Signal wires on met1:
(3 px per um) Supply wires on this layer in grey. Cells faint in the background.
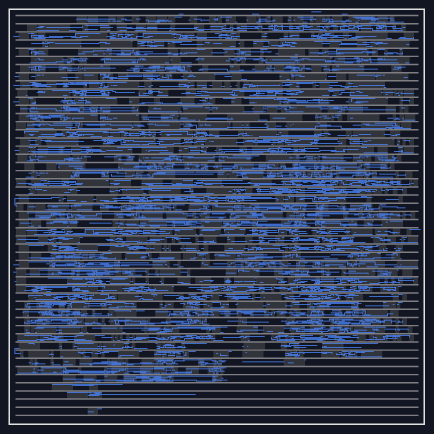
Signal wires on met2:
(3 px per um)
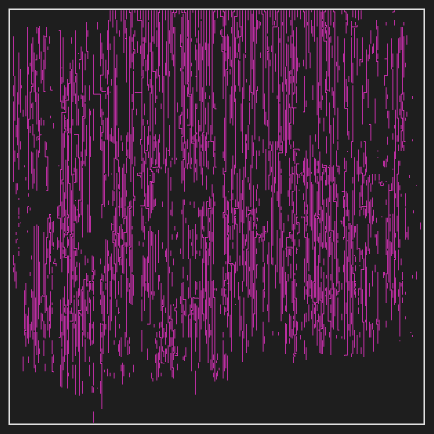
==> config.mk <==
export PLATFORM = sky130hd
export DESIGN_NAME = matrix_writer
export DESIGN_NICKNAME = d
export VERILOG_FILES = /design/src/rtl/matrix_writer.sv
export SDC_FILE = /design/constraint.sdc
export NUM_CORES = 1
export LEC_CHECK = 0
export CAP_MARGIN = 40
export CORE_MARGIN = 1.5
export CORE_UTILIZATION = 46
export CTS_CLUSTER_SIZE = 25
export DETAILED_ROUTE_END_ITERATION = 6
export HOLD_SLACK_MARGIN = 0.12
export PLACE_DENSITY = 0.69
export SLEW_MARGIN = 40
export SYNTH_ARGS = -nofsm -noshare
export SYNTH_HDL_FRONTEND = slang
export SYNTH_SLANG_ARGS = --single-unit
==> constraint.sdc <==
create_clock -name clk -period 6.7 [get_ports clk]
set_input_delay 1.005 -clock clk [delete_from_list [all_inputs] [get_ports clk]]
set_output_delay 1.005 -clock clk [all_outputs]
set_load 0.1 [all_outputs]
==> run summary <==
status -> finished clean
CP Depth -> 17
post-synth top area cell -> edfxtp_1
clk root buf -> clkbuf_16
combinational power -> 1.53 mW
Req. time, crit path -> 7000 ps
post-DR vias/cell -> 5.522
Flop pwr share -> 0.294
gpl congestion -> 0.9144
Min Hold Slack -> 488.8 ps
core area -> 17900 um2
Yosys cell types -> 68
vias in the first global route -> 6698
CP Data Arrival Time -> 6020 ps
WS Path Type -> in -> reg
Resize count post-CTS -> 0
CTS tree -> done
Clock Path Buffers -> 2
buffer share of cell area -> 0.1484
FP Util -> 0.4673
largest net degree at the start of global routing -> 65
r2r setup slk -> 3780 ps
Late-Pin Clk Latency -> 430 ps
multi-input combinational cell count -> 651
Hold-fix buffers, CTS -> 0
inverters -> 64
Dominant Register Cell -> edfxtp_1
Non-CTS buffers -> 182
Seq area share -> 0.2826
Fill cells -> 1606
leakage power -> 4.449 nW
crit-path cells -> clkdlybuf4s50_1, nand2_1, fa_1, fa_1, inv_1, fa_1, inv_1, fa_1, inv_1, ha_1, a21o_1, a31o_1, o21ai_1, mux2i_1, a2111oi_2, and4_4, a211oi_2
Final Non-Filler Cells -> 1277
Net Sw Frac -> 0.4027
PortBufs -> 171
top-count cell post-synth -> nor2_1
DRT Pass-1 Iters -> 5
Largest stage delay, worst path -> 640 ps
Clock Skew -> 7.968 ps
Seq/Total Area, Yosys -> 0.3590
Biggest consumer -> combinational logic
Post-synth EDFFs -> 64
Comb area share -> 0.4625
P_seq -> 1.03 mW
DP Worst Slack -> 522.6 ps
Comb pwr share -> 0.439
Post-synth ARST share -> 0
tool warnings -> 27
Max-slew headroom -> 0.4534
Slew @ Worst Pin -> 819.8 ps
top cell category -> multi-input combinational cells
DRC viols -> 0
Die X -> 137.9 um
Finished Cell Area -> 10630 um2
die height -> 137.9 um
CP Launch Type -> primary input
TritonCTS Buffers -> 17
Final Setup Violations -> 0
Synth-to-Final Area Change -> 27.03%
layout cells sized above 1 -> 0.1108
PnR Total Power -> 3.496 mW
Max-Cap Viols -> 0
flop count -> 118
layout net count -> 1230
Sink Count -> 118
Clk. pwr -> 0.932 mW
average wire per standard cell -> 18.16 um
Crit. End Element -> register
placed insts -> 1244
final design utilization -> 0.5936
global-route wire length before repair -> 35290 um
final slew viol count -> 0
Notes on 'signal wires on met1' above:
nets with wire on the layer: 1120
wire length on this layer: 9860 um
main direction: horizontal
longest straight run: 35.4 um
share of all routed wire: 43%
Via Count: 7052
total routed wirelength: 23190 um

Notes on 'signal wires on met2' above:
share of all routed wire: 50%
wire length on this layer: 11600 um
longest straight run: 51.7 um
main direction: vertical
nets with wire on the layer: 988
GRT met2 Usage: 0.4057

==> layer usage <==
metal | vias to the layer above | GRT usage | routed length, um
met5 | - | 0 | 0
met4 | 0 | 0.08623 | 437
met3 | 32 | 0.05117 | 1324
met2 | 202 | 0.4057 | 11570
met1 | 3373 | 0.3163 | 9864
li1 | 3445 | - | -
==> cell families (layout without fill, tap and decap cells) <==
| logic type | after synthesis | count (layout) | share of synthesized area |
|---|---|---|---|
| buf+inv | 121 | 278 | 0.05833 |
| compound gates | 196 | 196 | 0.1576 |
| fa+ha+maj | 77 | 77 | 0.1475 |
| simple gates | 316 | 316 | 0.2101 |
| other cells | 0 | 1 | 0 |
| flops | 118 | 118 | 0.3590 |
| mux | 17 | 17 | 0.02034 |
| xor+xnor | 45 | 45 | 0.04711 |
Power is estimated from default activity; no workload was simulated.
